`config.mk`:
```
export PLATFORM = sky130hd
export DESIGN_NAME = seg7_scan_driver
export DESIGN_NICKNAME = d
export VERILOG_FILES = /design/src/rtl/seg7_scan_driver.sv
export SDC_FILE = /design/constraint.sdc
export NUM_CORES = 1
export LEC_CHECK = 0
export CORE_MARGIN = 2
export CORE_UTILIZATION = 40
export CTS_BUF_LIST = sky130_fd_sc_hd__clkbuf_8
export DETAILED_ROUTE_END_ITERATION = 8
export PLACE_DENSITY = 0.65
export SYNTH_ARGS = -nofsm -noshare
export SYNTH_HDL_FRONTEND = slang
export SYNTH_SLANG_ARGS = --single-unit
```
`constraint.sdc`:
```
create_clock -name clk -period 2.3 [get_ports clk]
set_input_delay 0.46 -clock clk [delete_from_list [all_inputs] [get_ports clk]]
set_output_delay 0.46 -clock clk [all_outputs]
set_load 0.005 [all_outputs]
```
`src/rtl/seg7_scan_driver.sv`:
```
// Multiplexed hex display driver: scans DIGITS nibbles onto one shared active-low
// segment bus, with guard blanking, blank mask, LZS and frame-synchronous loads.
module seg7_scan_driver #(
    parameter int DIGITS       = 4,
    parameter int REFRESH_DIV  = 50000,
    parameter int GUARD_CYCLES = 2
) (
    input  logic                  clk,
    input  logic                  reset,
    input  logic [4*DIGITS-1:0]   value_i,
    input  logic [DIGITS-1:0]     dp_i,
    input  logic [DIGITS-1:0]     blank_i,
    input  logic                  lzs_i,
    input  logic                  load_i,
    output logic                  load_ack_o,
    output logic                  frame_o,
    output logic [6:0]            seg_o,
    output logic                  dp_o,
    output logic [DIGITS-1:0]     an_o
);
    localparam int IDX_W   = (DIGITS > 1) ? $clog2(DIGITS) : 1;
    localparam int CNT_MAX = (REFRESH_DIV > GUARD_CYCLES) ? REFRESH_DIV : GUARD_CYCLES;
    localparam int CNT_W   = (CNT_MAX > 1) ? $clog2(CNT_MAX) : 1;
    localparam logic [CNT_W-1:0] ON_LAST    = CNT_W'(REFRESH_DIV - 1);
    localparam logic [CNT_W-1:0] GUARD_LAST = CNT_W'((GUARD_CYCLES > 0) ? GUARD_CYCLES - 1 : 0);
    localparam logic [IDX_W-1:0] IDX_LAST   = IDX_W'(DIGITS - 1);

    typedef enum logic {ST_ON = 1'b0, ST_GUARD = 1'b1} state_t;

    state_t              state_q, state_d;
    logic [CNT_W-1:0]    cnt_q, cnt_d;
    logic [IDX_W-1:0]    idx_q, idx_d;
    logic                advance, wrap;
    logic                wrap_q, ack_q;

    logic [4*DIGITS-1:0] act_val_q, pend_val_q;
    logic [DIGITS-1:0]   act_dp_q, pend_dp_q;
    logic [DIGITS-1:0]   act_blank_q, pend_blank_q;
    logic                pend_q;

    logic [3:0]          nib [DIGITS];
    logic [DIGITS-1:0]   dark;
    logic                upper_zero;
    logic [6:0]          seg_d;
    logic                dp_d;
    logic [DIGITS-1:0]   an_d;

    function automatic logic [6:0] decode(input logic [3:0] v);
        logic [6:0] s;
        case (v)
            4'h0: s = 7'b1000000;
            4'h1: s = 7'b1111001;
            4'h2: s = 7'b0100100;
            4'h3: s = 7'b0110000;
            4'h4: s = 7'b0011001;
            4'h5: s = 7'b0010010;
            4'h6: s = 7'b0000010;
            4'h7: s = 7'b1111000;
            4'h8: s = 7'b0000000;
            4'h9: s = 7'b0010000;
            4'hA: s = 7'b0001000;
            4'hB: s = 7'b0000011;
            4'hC: s = 7'b1000110;
            4'hD: s = 7'b0100001;
            4'hE: s = 7'b0000110;
            default: s = 7'b0001110;
        endcase
        return s;
    endfunction

    genvar gi;
    generate
        for (gi = 0; gi < DIGITS; gi++) begin : g_nib
            assign nib[gi] = act_val_q[4*gi +: 4];
        end
    endgenerate

    // Digit k is LZS-dark when it and every more-significant digit are zero.
    always_comb begin
        upper_zero = 1'b1;
        dark       = '0;
        for (int k = DIGITS - 1; k >= 0; k--) begin
            upper_zero = upper_zero && (nib[k] == 4'h0);
            dark[k]    = act_blank_q[k] | (lzs_i & (k != 0) & upper_zero);
        end
    end

    // Scan FSM: state register
    always_ff @(posedge clk) begin
        if (reset) begin
            state_q <= ST_ON;
            cnt_q   <= '0;
            idx_q   <= '0;
        end else begin
            state_q <= state_d;
            cnt_q   <= cnt_d;
            idx_q   <= idx_d;
        end
    end

    // Scan FSM: next state
    always_comb begin
        state_d = state_q;
        cnt_d   = cnt_q + 1'b1;
        idx_d   = idx_q;
        advance = 1'b0;
        case (state_q)
            ST_ON: begin
                if (cnt_q == ON_LAST) begin
                    cnt_d = '0;
                    if (GUARD_CYCLES > 0) state_d = ST_GUARD;
                    else                  advance = 1'b1;
                end
            end
            ST_GUARD: begin
                if (cnt_q == GUARD_LAST) begin
                    cnt_d   = '0;
                    state_d = ST_ON;
                    advance = 1'b1;
                end
            end
            default: state_d = ST_ON;
        endcase
        if (advance) idx_d = (idx_q == IDX_LAST) ? '0 : idx_q + 1'b1;
        wrap = advance && (idx_q == IDX_LAST);
    end

    // Scan FSM: outputs (registered below)
    always_comb begin
        an_d  = '1;
        seg_d = 7'h7F;
        dp_d  = 1'b1;
        if (state_q == ST_ON) begin
            an_d[idx_q] = 1'b0;
            if (!dark[idx_q]) begin
                seg_d = decode(nib[idx_q]);
                dp_d  = ~act_dp_q[idx_q];
            end
        end
    end

    // Active data only changes on the wrap edge so a frame is never torn.
    always_ff @(posedge clk) begin
        if (reset) begin
            act_val_q    <= '0;
            act_dp_q     <= '0;
            act_blank_q  <= '1;
            pend_val_q   <= '0;
            pend_dp_q    <= '0;
            pend_blank_q <= '0;
            pend_q       <= 1'b0;
            ack_q        <= 1'b0;
            wrap_q       <= 1'b0;
        end else begin
            ack_q  <= 1'b0;
            wrap_q <= wrap;
            if (wrap && load_i) begin
                act_val_q   <= value_i;
                act_dp_q    <= dp_i;
                act_blank_q <= blank_i;
                pend_q      <= 1'b0;
                ack_q       <= 1'b1;
            end else if (wrap && pend_q) begin
                act_val_q   <= pend_val_q;
                act_dp_q    <= pend_dp_q;
                act_blank_q <= pend_blank_q;
                pend_q      <= 1'b0;
                ack_q       <= 1'b1;
            end else if (load_i) begin
                pend_val_q   <= value_i;
                pend_dp_q    <= dp_i;
                pend_blank_q <= blank_i;
                pend_q       <= 1'b1;
            end
        end
    end

    always_ff @(posedge clk) begin
        if (reset) begin
            seg_o      <= 7'h7F;
            dp_o       <= 1'b1;
            an_o       <= '1;
            load_ack_o <= 1'b0;
            frame_o    <= 1'b0;
        end else begin
            seg_o      <= seg_d;
            dp_o       <= dp_d;
            an_o       <= an_d;
            load_ack_o <= ack_q;
            frame_o    <= wrap_q;
        end
    end
endmodule

```
==> flow_summary.rst <==
Metrics
=======

.. list-table::
   :header-rows: 1

   * - Metric
     - Value
   * - Result of the run
     - finished, final reports clean
   * - Final-report setup violation count
     - 0
   * - Switch share
     - 23.9%
   * - Combinational share of power
     - 7.3%
   * - Total of max-cap violations
     - 0
   * - Worst setup path category
     - reg2reg
   * - Net Count, Synth
     - 471
   * - Num CTS Buffers
     - 9
   * - Detailed Place HPWL
     - 5690 µm
   * - Starting Density
     - 41.1%
   * - Arrival time reported for the critical path endpoint
     - 2.42 ns
   * - Number of core rows
     - 35
   * - Time the final worst path needs with I/O delays and setup
     - 2.17 ns
   * - Layout cells sized above 1
     - 11.4%
   * - Async set or reset register ratio after synthesis
     - 0%
   * - Type of destination of the critical path
     - register
   * - Routed Antenna Nets
     - 0
   * - Top cells, area
     - sky130_fd_sc_hd__dfxtp_1, sky130_fd_sc_hd__nand2_1, sky130_fd_sc_hd__a21oi_1, sky130_fd_sc_hd__nor2_1, sky130_fd_sc_hd__ha_1
   * - Largest registers
     - act_val_q: 16 flops, cnt_q: 16 flops, pend_val_q: 16 flops
   * - Highest routed metal layer
     - met4
   * - Startpoint of the worst-slack reg-to-reg timing path
     - cnt_q[1]$_SDFF_PP0_
   * - Area post-placement
     - 4330 µm²
   * - Biggest consumer
     - registers
   * - Sum of met2 wire segment lengths after detailed routing
     - 3870 µm
   * - Combined area of all synthesized cells
     - 3790 µm²
   * - Overall die width
     - 101 µm
   * - Number of global-route vias before repair
     - 2969
   * - Cell depth of the worst min-delay path
     - 3
   * - Final Core Density
     - 49.7%
   * - Power share of the clock group
     - 41.0%
   * - Final count of pins violating max slew
     - 0
   * - Largest net degree at the start of global routing
     - 59
   * - Capture point of the worst path
     - act_blank_q[3]$_SDFFE_PP1P_
   * - Buffer depth of the longest clock path
     - 2
   * - Die Span Y
     - 101 µm
   * - Chip area estimate from yosys synthesis
     - 3790 µm²
   * - Setup repair after global routing missed its margin
     - false
   * - Register-to-Register Path Depth
     - 7
   * - Number of cells in the finished layout apart from fillers
     - 604
   * - Routed vias
     - 3103
   * - Leading cell type in the layout, fill and taps excluded
     - sky130_fd_sc_hd__dfxtp_1
   * - Vias per std cell
     - 5.14
   * - Drt pass-1 iters
     - 4
   * - Max stage delay on crit path
     - 0.48 ns
   * - H-Tree Depth
     - 3
   * - CORE AREA
     - 9240 µm²
   * - Dominant Register Cell
     - sky130_fd_sc_hd__dfxtp_1
   * - Total negative slack
     - 0 ns
   * - Count of library flops with an enable pin
     - 0
   * - Endpoint, Worst Hold
     - an_o[0]$_SDFF_PP1_
   * - Actual slew at the worst max-slew pin
     - 1.07 ns
   * - Number of instances in the synthesized netlist
     - 431
   * - Critical Path RT
     - 2.55 ns
   * - Reg2reg end
     - act_blank_q[3]$_SDFFE_PP1P_
   * - Fin nets
     - 510
   * - Peak supply drop
     - 0.294 mV
   * - Diode insertion count for antenna repair
     - 0
   * - Per-instance average area after synthesis
     - 8.80 µm²
   * - Adder share
     - 3.96%
   * - Remaining DRCs
     - 0
   * - Buffers & Inverters on Critical Path
     - 2
   * - Number of warnings in the stage logs
     - 35
   * - Portion of synthesized cell area occupied by the leading cell type
     - 44.3%
   * - Clock transition at path regs
     - 0.09 ns
   * - Placed cell count
     - 587
   * - Post-route met1 wirelength
     - 3990 µm
   * - Total clock network power
     - 1.19 mW
   * - Cell-internal power
     - 2.21 mW
   * - Kind of path behind the tightest hold check
     - in2reg
   * - Antenna violations before repair
     - 0
   * - Chip area
     - 10300 µm²
   * - Most frequent cells in the layout
     - sky130_fd_sc_hd__dfxtp_1, sky130_fd_sc_hd__nand2_1, sky130_fd_sc_hd__nor2_1
   * - Largest family of logic cells by area
     - simple AND/OR/NAND/NOR gates
   * - Final Power
     - 2.90 mW
   * - Final hold slack
     - 0.407 ns
   * - Setup slack of the most critical reg-to-reg path
     - 0.13 ns
   * - Sequential fraction of the synthesis area
     - 44.3%
   * - Post CTS Setup Buffer Count
     - 0
   * - P_sw
     - 0.692 mW
   * - Series of cell instances along the critical path
     - inv_1, ha_1, or4b_4, nor4_4, buf_6, nand3b_4, a211o_1
   * - F_max
     - 461 MHz
   * - Area Growth Syn to Fin
     - 21.0%
   * - Worst slack at placement
     - 0.0161 ns
   * - Post-synthesis xor/xnor area fraction
     - 3.23%
   * - Met2 routing resource usage after global routing
     - 27.1%
   * - Library cell contributing the largest single delay on the critical path
     - sky130_fd_sc_hd__or4b_4
   * - Largest delay share family, worst path
     - simple AND/OR/NAND/NOR gates
   * - Post_cts resized
     - 0
   * - Source-to-sink clock delay at the later pin of the worst-skew pair
     - 0.36 ns
   * - Gp weighted congestion
     - 0.815
   * - Number of buffers added to fix hold violations after cts
     - 0
   * - Remaining global-route overflow
     - 0
   * - Register share of total power
     - 51.7%
   * - Final wirelength
     - 8300 µm
   * - Port bufs
     - 41
   * - TritonCTS clock tree
     - yes
   * - Setup slack after layout
     - 0.131 ns
   * - Clock tree sinks
     - 84
   * - DR iter-0 viols
     - 107
   * - Global Route Usage Sum
     - 17.0%
   * - Area of all placed cells without fillers
     - 4590 µm²
   * - LEAKAGE
     - 1.71 nW
   * - Comb power
     - 0.210 mW
   * - Max-Slew Margin vs Limit
     - 28.3%
   * - Synthesized registers
     - 84
   * - Share of the clock period used by the worst path after layout
     - 94.3%
   * - Length of routed met3 wiring
     - 363 µm
   * - Yosys stat cell total
     - 431
   * - Seq power
     - 1.50 mW
   * - I/O pin cnt
     - 42
   * - Number of stages on the worst setup path
     - 7
   * - Pwr dens
     - 631 nW/µm²
   * - Number of hold violations in the final report
     - 0
   * - Yosys warning tally
     - 0
   * - Cell accounting for the most synthesized area
     - sky130_fd_sc_hd__dfxtp_1
   * - Fraction of the mapped netlist area in simple logic gates
     - 22.6%
   * - Launch point of the worst path
     - cnt_q[1]$_SDFF_PP0_
   * - And-or/or-and share of the synthesized area
     - 17.7%
   * - Multiplexer area fraction after synthesis
     - 3.56%
   * - Worst min-delay path startpoint
     - reset
   * - Clock Skews
     - 0.0114 ns
   * - Largest fanout on the critical path
     - 19
   * - Root Buffer Master
     - sky130_fd_sc_hd__clkbuf_8
   * - First-pass GRT wire length
     - 13800 µm
   * - Element type at the critical path start
     - register
   * - Synth unique cells
     - 47
## synthesized netlist by cell type (2+ instances only)
library cell and instances:
sky130_fd_sc_hd__clkbuf_1 15, sky130_fd_sc_hd__or4b_1 2, sky130_fd_sc_hd__nor2b_1 6, sky130_fd_sc_hd__nor4_1 4, sky130_fd_sc_hd__xor2_1 5, sky130_fd_sc_hd__a211o_1 2, sky130_fd_sc_hd__o22ai_1 2, sky130_fd_sc_hd__and2_1 2
sky130_fd_sc_hd__nand2_1 82, sky130_fd_sc_hd__a22oi_1 12, sky130_fd_sc_hd__inv_1 7, sky130_fd_sc_hd__o21ai_0 11, sky130_fd_sc_hd__dfxtp_1 84, sky130_fd_sc_hd__a21oi_1 39, sky130_fd_sc_hd__nand2b_1 3, sky130_fd_sc_hd__buf_6 5
sky130_fd_sc_hd__o211ai_1 2, sky130_fd_sc_hd__nand4_1 4, sky130_fd_sc_hd__and4_1 2, sky130_fd_sc_hd__ha_1 12, sky130_fd_sc_hd__buf_2 5, sky130_fd_sc_hd__nand3_1 8, sky130_fd_sc_hd__or4_4 2, sky130_fd_sc_hd__mux2_2 2
sky130_fd_sc_hd__o21a_1 6, sky130_fd_sc_hd__a22o_1 14, sky130_fd_sc_hd__xnor2_1 9, sky130_fd_sc_hd__nor3_1 7, sky130_fd_sc_hd__nor2_1 45, sky130_fd_sc_hd__mux4_2 5, sky130_fd_sc_hd__nand3b_1 4, sky130_fd_sc_hd__a22oi_2 6
sky130_fd_sc_hd__and3_1 3
## cell type report
type	count	area [µm²]
sequential	84	1680
clock buffer	9	124
multi-input combinational	313	1940
tap	129	161
inverter	7	26.3
timing repair buffer	55	557
clock inverter	7	98.8
fill	895	4650
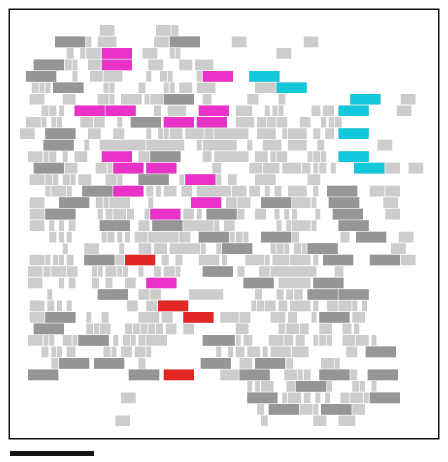
**Above:** where the registers sit.
Bar = 20 µm.
Key: `act_dp_q` = red [placed flops 4]; `seg_o` = cyan [placed flops 7, where north-east]; `act_val_q` = magenta [placed flops 16]
Another 57 sequential cells are not coloured.

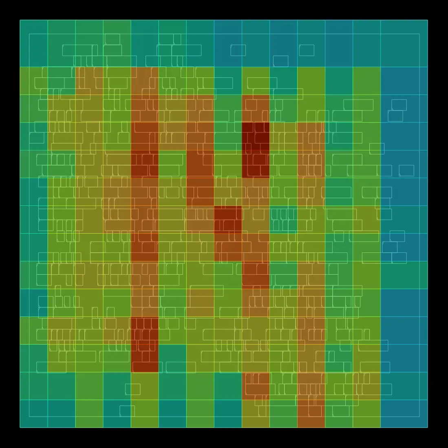
**Above:** routing congestion.
routed wirelength normalized by instance count: 13.7 µm
busiest metal layer after global routing: met2
met3 global-route usage: 3.73%
GR met1 Demand/Resource: 22.5%

No activity file was given, so power comes from the tool's default toggle rates.
